M1 wires:
Cells faint in the background.
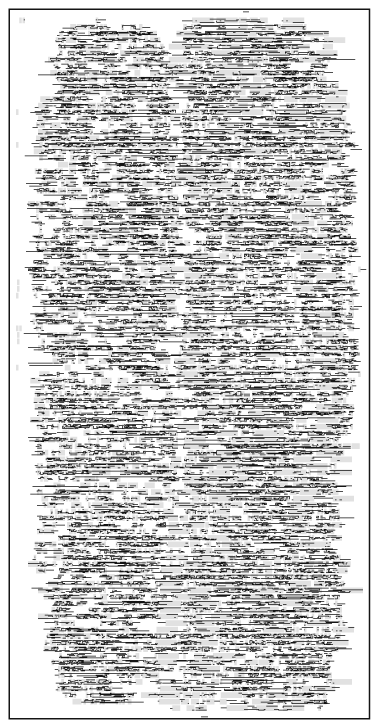
The metal 2 layer:
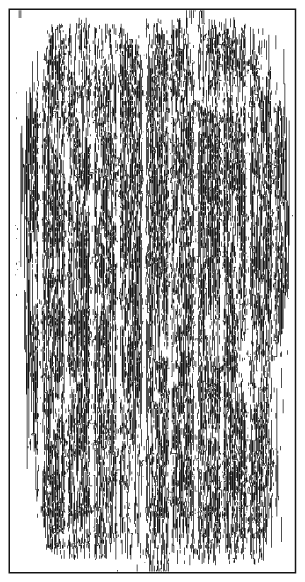
Design cordic_wrapper, sky130hd; sources not shown.
==> impl_metrics.py <==
# Synthesis and PnR figures
metrics = {
    "timing": {
        "worst_pin_slew_ps": 1480,
        "fin_crit_sh_pct": 53.0,
        "rsz0062_at_grt": "false",
        "finalClockSkew_ps": 10.2,
    },
    "setup_path": {
        "max_stage_delay_ps": 690,
        "critPathTopFamily": "simple AND/OR/NAND/NOR gates",
        "critPathSlowestCell": "dfrtp_1",
        "critPathRequiredTime_ps": 20070,
        "cp-start-kind": "flop",
        "crit_path_max_fanout": 17,
    },
    "layout": {
        "post-route-cell-area_um2": 25700,
        "comb_cells": 3326,
        "drive_above_1_share_pct": 3.97,
        "comb_area_share_pct": 73.1,
        "ff_count": 140,
        "largest_reg_flops": 32,
        "area_growth_pct": 4.47,
        "diodes": 0,
        "clkCellAreaFrac_pct": 2.41,
        "register_area_um2": 3500,
        "lay_top_count": "nand2_1",
        "seq_share_pct": 13.6,
        "buf_share_pct": 1.35,
        "final_cell_mix": "997 x nand2_1, 450 x inv_1, 380 x nor2_1",
    },
    "grt": {
        "grt_pass1_wl_um": 131000,
        "grt_util_met3_pct": 5.83,
        "antenna_found_initial": 2,
        "grt-ovfl-total": 0,
        "grt_max_degree": 85,
    },
    "route": {
        "firstDrtPassIters": 9,
        "detail-route-antenna-nets": 0,
        "met3_wirelength_um": 4320,
        "post-route-drc-count": 0,
        "avgRoutedWirePerCell_um": 18.3,
        "met2_length_um": 42100,
        "drt-initial-drc-count": 1644,
    },
    "yosys": {
        "synth.area.mux_share_pct": 0.0407,
        "synth.comb.largest_family": "simple AND/OR/NAND/NOR gates",
        "numSynthFlops": 140,
        "top_area_share_pct": 15.2,
        "syn-cell-area_um2": 24600,
        "ys_types": 69,
        "ys_cells": 4029,
        "synth_area_per_cell_um2": 6.11,
        "ys_sh_adder_pct": 13.8,
        "ys_sh_xor_pct": 8.26,
        "yosysTopAreaCell": "nand2_1",
        "ys_area_um2": 24600,
        "synth-async-reset-ratio_pct": 100,
        "ys_sh_simple_pct": 32.7,
        "synthTopCellsByArea": "nand2_1 15%, dfrtp_1 14%, ha_1 13%",
        "ys_sh_aoi_pct": 21.3,
        "ys.flop_type": "dfrtp_1",
    },
    "clocking": {
        "clockBufferDepth": 2,
        "clockRootBuffer": "clkbuf_16",
        "insertion_delay_ps": 480,
        "cts_max_level": 4,
        "holdBufCountCts": 0,
        "clock_sinks": 140,
    },
    "floorplan": {
        "die_area_um2": 43800,
        "die_h_um": 294,
        "n_tap_cell": 540,
        "fp_util_pct": 59.1,
        "core_um2": 41600,
    },
    "placed_design": {
        "globalplace.congestion": 1.01,
        "place_inst": 4515,
        "placed_area_um2": 25100,
        "numPortBuffers": 22,
        "hpwl_um": 66500,
    },
    "run_status": {
        "violations": "max-capacitance violations",
        "status": "finished, violations left",
    },
    "flow_run": {
        "warning_count": 41,
        "cap_violations": 1,
    },
}
Back to the opening pictures, 'M1 wires':
The wires run mostly horizontal. The layer carries 27.4 mm of wire. The longest straight run is 36.3 um. The layer holds 33% of the routed length. 4046 nets have wire on it.
final wirelength: 83400 um
GR Util met1: 34.0%
Vias: 27700

Back to the opening pictures, 'the metal 2 layer':
3570 nets have wire on it. The layer carries 42.1 mm of wire. The wires run mostly vertical. The layer holds 50% of the routed length. The longest straight run is 82.6 um.
GRT met2 Usage: 68.1%

